### config.mk
export PLATFORM = sky130hd
export DESIGN_NAME = csr_uart
export DESIGN_NICKNAME = d
export VERILOG_FILES = /design/src/rtl/csr_uart.sv
export SDC_FILE = /design/constraint.sdc
export NUM_CORES = 1
export LEC_CHECK = 0
export CAP_MARGIN = 5
export CORE_MARGIN = 3
export CORE_UTILIZATION = 58
export DETAILED_ROUTE_END_ITERATION = 6
export DONT_BUFFER_PORTS = 1
export PLACE_DENSITY = 0.83
export SLEW_MARGIN = 30
export SYNTH_ARGS = -nofsm -noshare
export SYNTH_HDL_FRONTEND = slang
export SYNTH_SLANG_ARGS = --single-unit
### constraint.sdc
create_clock -name clk -period 2.2 [get_ports clk]
set_clock_uncertainty 0.1 [all_clocks]
set_input_delay 0.22 -clock clk [delete_from_list [all_inputs] [get_ports clk]]
set_output_delay 0.22 -clock clk [all_outputs]
set_load 0.01 [all_outputs]
### src/rtl/csr_uart.sv
// CSR-mapped 8N1 console UART: the core writes bytes to ADDR for transmission and reads
// received data/status from ADDR, with the response returned one cycle after the read.
module csr_uart #(
  parameter int          CLOCK_RATE = 24_000_000,
  parameter int          BAUD_RATE  = 115_200,
  parameter logic [11:0] ADDR       = 12'hbc0
) (
  input  logic        clk,
  input  logic        rst,
  input  logic        csr_read,
  input  logic [2:0]  csr_modify,
  input  logic [31:0] csr_wdata,
  input  logic [11:0] csr_addr,
  output logic [31:0] csr_rdata,
  output logic        csr_valid,
  input  logic        rx,
  output logic        tx
);
  localparam int DIVIDER = CLOCK_RATE / BAUD_RATE;
  localparam int CW      = $clog2(DIVIDER);
  localparam logic [CW-1:0] DIV_LAST  = CW'(DIVIDER - 1);
  localparam logic [CW-1:0] HALF_LAST = CW'(DIVIDER / 2 - 1);

  typedef enum logic [1:0] {S_IDLE, S_START, S_DATA, S_STOP} state_e;

  logic rd_hit, wr_hit, tx_busy;
  assign rd_hit  = csr_read && (csr_addr == ADDR);
  assign wr_hit  = (csr_modify == 3'd1) && (csr_addr == ADDR);

  logic unused_wdata;
  assign unused_wdata = ^csr_wdata[31:8];

  // ---------------- TX ----------------
  state_e        tx_state_q, tx_state_d;
  logic [CW-1:0] tx_cnt_q, tx_cnt_d;
  logic [2:0]    tx_bit_q, tx_bit_d;
  logic [7:0]    tx_sh_q, tx_sh_d;
  logic          tx_q, tx_d, tx_adv;

  assign tx_busy = (tx_state_q != S_IDLE);
  assign tx_adv  = (tx_cnt_q == DIV_LAST);

  always_ff @(posedge clk) begin
    if (rst) begin
      tx_state_q <= S_IDLE;
      tx_cnt_q   <= '0;
      tx_bit_q   <= '0;
      tx_sh_q    <= '0;
      tx_q       <= 1'b1;
    end else begin
      tx_state_q <= tx_state_d;
      tx_cnt_q   <= tx_cnt_d;
      tx_bit_q   <= tx_bit_d;
      tx_sh_q    <= tx_sh_d;
      tx_q       <= tx_d;
    end
  end

  always_comb begin
    tx_state_d = tx_state_q;
    tx_cnt_d   = tx_cnt_q;
    tx_bit_d   = tx_bit_q;
    tx_sh_d    = tx_sh_q;
    case (tx_state_q)
      S_IDLE: if (wr_hit) begin
        tx_state_d = S_START;
        tx_sh_d    = csr_wdata[7:0];
        tx_cnt_d   = '0;
      end
      S_START: if (tx_adv) begin
        tx_cnt_d   = '0;
        tx_bit_d   = '0;
        tx_state_d = S_DATA;
      end else tx_cnt_d = tx_cnt_q + CW'(1);
      S_DATA: if (tx_adv) begin
        tx_cnt_d = '0;
        if (tx_bit_q == 3'd7) tx_state_d = S_STOP;
        else begin
          tx_bit_d = tx_bit_q + 3'd1;
          tx_sh_d  = tx_sh_q >> 1;
        end
      end else tx_cnt_d = tx_cnt_q + CW'(1);
      S_STOP: if (tx_adv) begin
        tx_cnt_d   = '0;
        tx_state_d = S_IDLE;
      end else tx_cnt_d = tx_cnt_q + CW'(1);
      default: tx_state_d = S_IDLE;
    endcase
  end

  // Line level follows the next state so the registered pin lines up with the FSM state.
  always_comb begin
    tx_d = 1'b1;
    if (tx_state_d == S_START)     tx_d = 1'b0;
    else if (tx_state_d == S_DATA) tx_d = tx_sh_d[0];
  end

  assign tx = tx_q;

  // ---------------- RX ----------------
  state_e        rx_state_q, rx_state_d;
  logic [CW-1:0] rx_cnt_q, rx_cnt_d;
  logic [2:0]    rx_bit_q, rx_bit_d;
  logic [7:0]    rx_sh_q, rx_sh_d;
  logic [1:0]    rx_sync_q, rx_sync_d;
  logic          rx_arm_q, rx_arm_d;
  logic          rx_s, rx_done;

  assign rx_sync_d = {rx_sync_q[0], rx};
  assign rx_s      = rx_sync_q[1];

  always_ff @(posedge clk) begin
    if (rst) begin
      rx_state_q <= S_IDLE;
      rx_cnt_q   <= '0;
      rx_bit_q   <= '0;
      rx_sh_q    <= '0;
      rx_sync_q  <= 2'b11;
      rx_arm_q   <= 1'b0;
    end else begin
      rx_state_q <= rx_state_d;
      rx_cnt_q   <= rx_cnt_d;
      rx_bit_q   <= rx_bit_d;
      rx_sh_q    <= rx_sh_d;
      rx_sync_q  <= rx_sync_d;
      rx_arm_q   <= rx_arm_d;
    end
  end

  // rx_arm keeps a line stuck low after a framing error from re-triggering a start bit.
  always_comb begin
    rx_state_d = rx_state_q;
    rx_cnt_d   = rx_cnt_q;
    rx_bit_d   = rx_bit_q;
    rx_sh_d    = rx_sh_q;
    rx_arm_d   = rx_arm_q;
    rx_done    = 1'b0;
    case (rx_state_q)
      S_IDLE: begin
        rx_cnt_d = '0;
        if (!rx_arm_q)  rx_arm_d   = rx_s;
        else if (!rx_s) rx_state_d = S_START;
      end
      S_START: if (rx_cnt_q == HALF_LAST) begin
        rx_cnt_d   = '0;
        rx_bit_d   = '0;
        rx_state_d = rx_s ? S_IDLE : S_DATA;
      end else rx_cnt_d = rx_cnt_q + CW'(1);
      S_DATA: if (rx_cnt_q == DIV_LAST) begin
        rx_cnt_d = '0;
        rx_sh_d  = {rx_s, rx_sh_q[7:1]};
        if (rx_bit_q == 3'd7) rx_state_d = S_STOP;
        else                  rx_bit_d   = rx_bit_q + 3'd1;
      end else rx_cnt_d = rx_cnt_q + CW'(1);
      S_STOP: if (rx_cnt_q == DIV_LAST) begin
        rx_cnt_d   = '0;
        rx_state_d = S_IDLE;
        if (rx_s) rx_done  = 1'b1;
        else      rx_arm_d = 1'b0;
      end else rx_cnt_d = rx_cnt_q + CW'(1);
      default: rx_state_d = S_IDLE;
    endcase
  end

  // ---------------- buffer, flags, response ----------------
  logic [7:0]  rx_byte_q, rx_byte_d;
  logic        rx_full_q, rx_full_d, rx_ovr_q, rx_ovr_d, tx_ovr_q, tx_ovr_d;
  logic        valid_q, valid_d;
  logic [31:0] rdata_q, rdata_d;

  always_ff @(posedge clk) begin
    if (rst) begin
      rx_byte_q <= '0;
      rx_full_q <= 1'b0;
      rx_ovr_q  <= 1'b0;
      tx_ovr_q  <= 1'b0;
      valid_q   <= 1'b0;
      rdata_q   <= '0;
    end else begin
      rx_byte_q <= rx_byte_d;
      rx_full_q <= rx_full_d;
      rx_ovr_q  <= rx_ovr_d;
      tx_ovr_q  <= tx_ovr_d;
      valid_q   <= valid_d;
      rdata_q   <= rdata_d;
    end
  end

  always_comb begin
    rx_byte_d = rx_byte_q;
    rx_full_d = rd_hit ? 1'b0 : rx_full_q;
    rx_ovr_d  = rd_hit ? 1'b0 : rx_ovr_q;
    tx_ovr_d  = rd_hit ? 1'b0 : tx_ovr_q;
    if (wr_hit && tx_busy) tx_ovr_d = 1'b1;
    if (rx_done) begin
      rx_byte_d = rx_sh_q;
      rx_full_d = 1'b1;
      if (rx_full_q && !rd_hit) rx_ovr_d = 1'b1;
    end
    valid_d = rd_hit;
    rdata_d = rd_hit ? {20'b0, rx_ovr_q, tx_ovr_q, tx_busy, rx_full_q, rx_byte_q} : 32'b0;
  end

  assign csr_valid = valid_q;
  assign csr_rdata = rdata_q;
endmodule

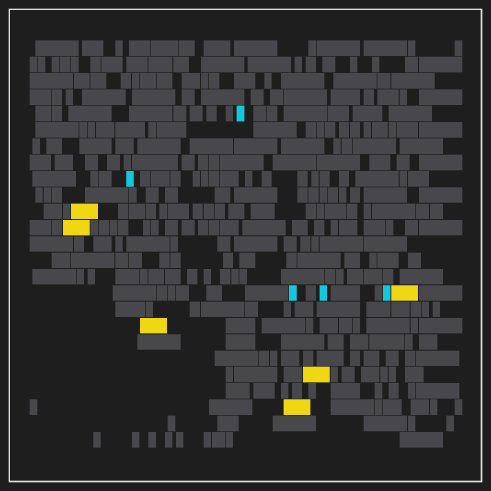
Run 1: gate-type map
Drawn at 6 px/um.
- cyan: inv cells (cells 5; most used inv_1)
- yellow: fa/ha/maj cells (cells 6; most used ha_1)

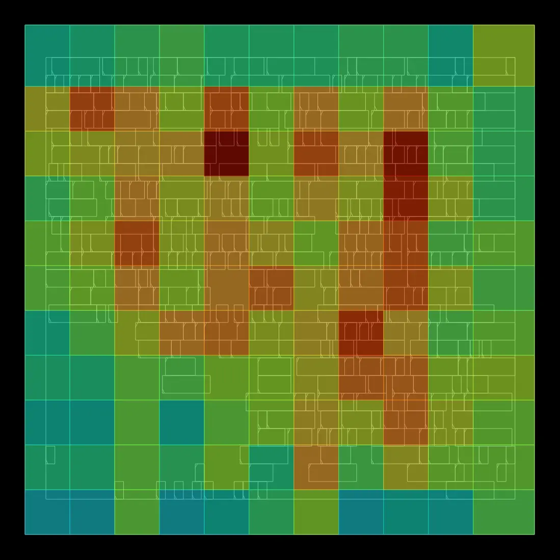
Run 1: routing congestion map
routing usage on met3: 6.193%
met1 Use GR: 24.30%

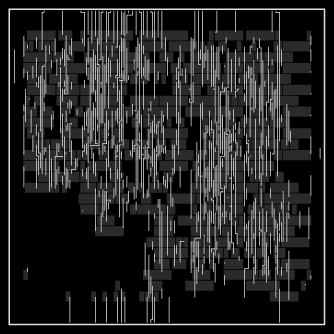
Run 1: M2 wires
Drawn at 4 px/um.
- longest straight run: 33.5 um
- nets with wire on the layer: 327

==> impl_metrics.yaml, run 1 <==
# physical design summary
routing:
  dr.max_layer_used: "met4"
  dr_wl_met3_um: 221
  routed_wl_mm: 5.754
  wl_per_cell_um: 13.80
setup_path:
  arrival_ps: 2090
  required_ps: 2350
  cp_max_fo: 10
  crit_type: "flip-flop to flip-flop"
finish:
  final_nets: 402
  area_delta_synth_final_pct: 7.439
  comb_area_sq_um: 1459
  fin_cells: 417
cts:
  cts.sink_count: 70
  cts_setup_buffers: 0
  cts_tree: "built"
  insertion_delay_ps: 340
  cts_buffer_depth: 2
timing:
  period_minus_slack_ps: 1941
  setup_tns_ps: 0
power_and_ir_drop:
  peakVddDrop_uv: 515.2
  p_int_w: 0.001769
  clkPwrFrac_pct: 40.5
floorplanning:
  die_w_um: 78.45
  die_h_um: 78.45
  rows: 25
  core-area_sq_um: 4911
  ios: 85
global_routing:
  grt_start_max_net_pins: 53
  grt_first_pass_wirelength_mm: 10.01
  use_met2_pct: 34.59
status:
  outcome: "finished, final reports clean"
run:
  warnings: 50
placement:
  placed_area_sq_um: 2993
synthesis:
  simple_gate_share_pct: 24.83
run 1: sequential cells by signal, summed over array words and instances (netlist names), named ones only:
name,flops
rx_bit_q,3
tx_sh_q,8
rx_state_q,1
rx_full_q,1
rx_sh_q,8
rx_sync_q,2
rx_cnt_q,8
tx,1
tx_cnt_q,8
csr_rdata,12
tx_state_q,2
rx_ovr_q,1
tx_ovr_q,1
rx_arm_q,1
rx_byte_q,8
csr_valid,1
tx_bit_q,3
run 1: worst paths after layout:
path	startpoint	to	slack [ps]	cells past startpoint
worst max-delay path	rx_cnt_q[0]$_SDFF_PP0_	rx_byte_q[5]$_SDFFE_PP0P_	260	7
worst max register to register	rx_cnt_q[0]$_SDFF_PP0_	rx_byte_q[5]$_SDFFE_PP0P_	260	7
worst min register to register	rx_sync_q[0]$_SDFF_PP1_	rx_sync_q[1]$_SDFF_PP1_	340	1
worst min-delay path	csr_wdata[1]	tx_sh_q[1]$_SDFFE_PP0P_	30	2
run 1: power groups by stage:
stage / registers (W) / clock network (W) / logic [W]
finish: 0.00131 / 0.000979 / 0.000134
global route: 0.00131 / 0.00105 / 0.000152
CTS: 0.00131 / 0.000993 / 0.000130
detailed placement: 0.00134 / 0 / 0.000102
global placement: 0.00133 / 0 / 0.0000985
floorplan: 0.00132 / 0 / 0.000140
run 1: through the flow:
stage,hold slack [ps],util (%),worst slack (ps)
2_1_floorplan,223.8,-,502.8
3_3_place_gp,195.8,60.94,346.5
3_5_place_dp,201.0,60.94,272.3
4_1_cts,24.21,66.60,244.9
5_1_grt,21.92,66.60,74.86
6_report,28.50,66.60,259.1
run 1: cells in the mapped netlist, types with 2 or more instances:
cell type   n  share of area (%)
a21oi_1    32                5.3
ha_1        6                2.5
o21ai_0     8                1.3
nor2_1     45                5.5
nand2_1    26                3.2
xnor2_1     3               0.86
a211oi_1    3               0.74
nand3_1    16                2.6
nand3b_1    2               0.49
xor2_1      3               0.86
inv_1       5               0.62
and2_1     11                2.3
a22oi_1     7                1.7
a41oi_1     2               0.58
buf_2       6               0.99
and4_1      2               0.58
nor3_1      4               0.66
nand4b_1    4                1.2
nand2b_1    3               0.62
nand4_1     4               0.82
buf_6       2               0.74
nor4_2      2               0.82
buf_4      21                5.2
and3_1      3               0.62
o21ai_1     2               0.33
clkbuf_1    7               0.86
nand4bb_1   2               0.74
or2_2       2               0.41
nor2_2      2               0.41
dfxtp_1    70                 46
mux2i_1     9                3.0
nor2b_1     4               0.82
run 1: layout make-up:
class,count,area share (%)
repair buffers,12,3.673
clock inverters,7,1.951
flip-flops and latches,70,42.85
well taps,67,2.563
inverters,5,0.5738
clock buffers,9,3.787
multi-input cells,247,44.61
run 1: layout by cell type, fill, tap and decap left out, types with 7 or more instances in the layout:
master,synthesis,routed
a21oi_1,32,32
and2_1,11,11
dfxtp_1,70,70
dlygate4sd3_1,0,7
clkbuf_8,0,9
mux2i_1,9,9
nand3_1,16,16
nand2_1,26,26
o21ai_0,8,8
conb_1,1,20
nor2_1,45,45
a22oi_1,7,7
run 1: worst max-delay path, cell delays in order, from the launching register on:
cell and delay [ps]:
dfxtp_1 370, ha_1 220, nand3_1 230, nor2_1 210, and4_1 210, buf_4 210, mux2i_1 240, nor2_1 50
Run 1, M3 wires:
Drawn at 4 px/um.
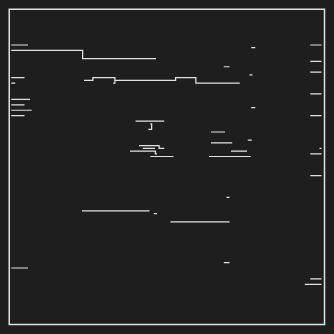

--- run 2 (diff from run 1) ---
--- a/config.mk
+++ b/config.mk
@@ -10,7 +10,7 @@
 export CORE_UTILIZATION = 58
 export DETAILED_ROUTE_END_ITERATION = 6
 export DONT_BUFFER_PORTS = 1
-export PLACE_DENSITY = 0.83
+export PLACE_DENSITY = 0.74
 export SLEW_MARGIN = 30
 export SYNTH_ARGS = -nofsm -noshare
 export SYNTH_HDL_FRONTEND = slang
==> constraint.sdc (replaced) <==
create_clock -name clk -period 2.2 [get_ports clk]
set_clock_uncertainty 0.1 [all_clocks]
set_input_delay 0.22 -clock clk [delete_from_list [all_inputs] [get_ports clk]]
set_output_delay 0.22 -clock clk [all_outputs]
set_load 0.05 [all_outputs]
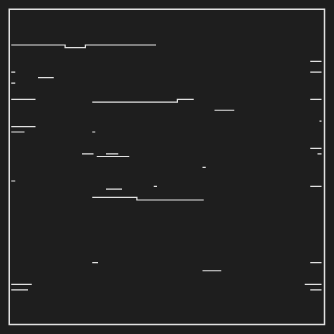
Run 2: M3 wires
Drawn at 4 px/um.
- nets with wire on the layer: 24
- main direction: horizontal
- share of all routed wire: 3.1%

==> run 2 against run 1 <==
Compared with the run above: cell area up 1.5%; total power up 10%; flip-flop count unchanged; combinational power rose by 42%; critical path type unchanged; critical endpoint is now rx_byte_q[4]$_SDFFE_PP0P_; largest power group unchanged.
==> impl_metrics.yaml, run 2 <==
# physical design summary
global_routing:
  grt_first_pass_wirelength_mm: 9.542
finish:
  final_nets: 403
  lay_top_count: "dfxtp_1"
floorplanning:
  ios: 85
  die_h_um: 78.45
  die_w_um: 78.45
  rows: 25
synthesis:
  area_leaders: "dfxtp_1, nor2_1, a21oi_1, buf_4, nand2_1"
  simple_gate_share_pct: 24.83
  yosys-top-cells-count: "dfxtp_1, nor2_1, a21oi_1"
worst_hold_path:
  holdPathEnd: "tx$_SDFF_PP1_"
status:
  outcome: "finished, final reports clean"
run:
  warnings: 50
setup_path:
  cp_max_fo: 10
  cp_slowest_cell: "dfxtp_1"
  r2r_slack_ps: 300
  reg2reg_from: "rx_cnt_q[0]$_SDFF_PP0_"
  r2r_cells: 7
timing:
  period_minus_slack_ps: 1899
  whs_ps: 17.95
placement:
  placed_area_sq_um: 2993
cts:
  cts_tree: "built"
  cts_setup_buffers: 0
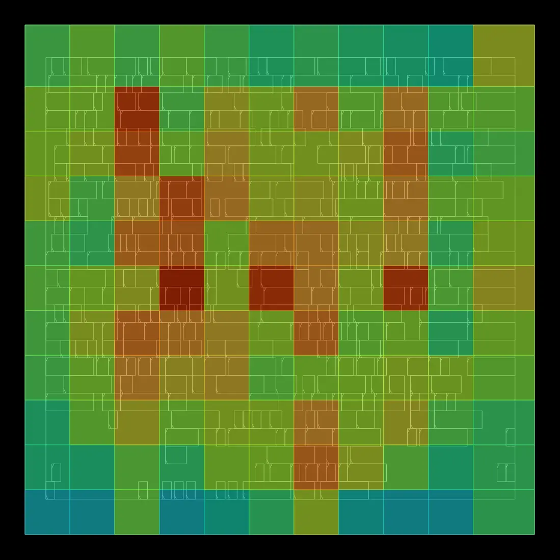
Run 2: routing congestion map
routing usage on met3: 4.472%
met1 Use GR: 23.30%

[run 2: netlist changes by cell type in the layout (fill, tap and decap cells not counted), sizes merged]
cell / previous run / this run
inv: 9 / 8
dlygate4sd3: 7 / 8
clkinvlp: 2 / 1
bufinv: 0 / 2
[run 2: worst max path at each step]
stage	from	endpoint	cells after the start
after global placement	rx_cnt_q[0]$_SDFF_PP0_	rx_byte_q[6]$_SDFFE_PP0P_	7
after CTS	rx_cnt_q[0]$_SDFF_PP0_	rx_byte_q[4]$_SDFFE_PP0P_	7
after detailed placement	rx_cnt_q[0]$_SDFF_PP0_	rx_byte_q[4]$_SDFFE_PP0P_	7
after global routing	rx_cnt_q[0]$_SDFF_PP0_	rx_byte_q[3]$_SDFFE_PP0P_	7
final	rx_cnt_q[0]$_SDFF_PP0_	rx_byte_q[4]$_SDFFE_PP0P_	7
after floorplan	rx_cnt_q[0]$_SDFF_PP0_	rx_byte_q[4]$_SDFFE_PP0P_	7
[run 2: layer usage]
metal	vias up	part of all wire (%)	GRT usage, %
li1	1164	-	-
met1	1073	45	23.30
met2	38	50	33.13
met3	10	3.1	4.472
met4	0	1.8	8.566
met5	-	0	0
[run 2: logic make-up (layout without fill, tap and decap cells)]
| logic type | Yosys count | count (layout) |
|---|---|---|
| simple gates | 141 | 141 |
| flops | 70 | 70 |
| compound gates | 65 | 65 |
| buf+inv | 41 | 34 |
| mux | 9 | 9 |
| fa+ha+maj | 6 | 6 |
| xor+xnor | 6 | 6 |
| other cells | 1 | 20 |
[run 2: per-stage QoR]
step	setup slack, ps	utilization (%)
5_1_grt	128.6	67.59
3_5_place_dp	313.4	60.94
6_report	301.5	67.59
2_1_floorplan	502.8	-
3_3_place_gp	341.2	60.94
4_1_cts	270.6	67.59
[run 2: where the power goes]
group          switching, W  internal, W
Combinational      0.000136    0.0000543
Sequential        0.0000228      0.00128
Clock              0.000518     0.000652
[run 2: area by class of cell]
type                    count  area share (%)
flip-flops and latches     70           42.22
multi-input cells         247           43.95
clock buffers               9           3.732
well taps                  67           2.525
inverters                   5          0.5654
repair buffers             13           3.920
clock inverters             7           3.091
[run 2: repair_timing]
item | 4_1_cts | 5_1_grt
resized | 0 | 0
hold buffers | 9 | 0
hold endpoints to repair | 52 | 0
Power figures rest on the tool's default switching activity, not on a simulated workload.
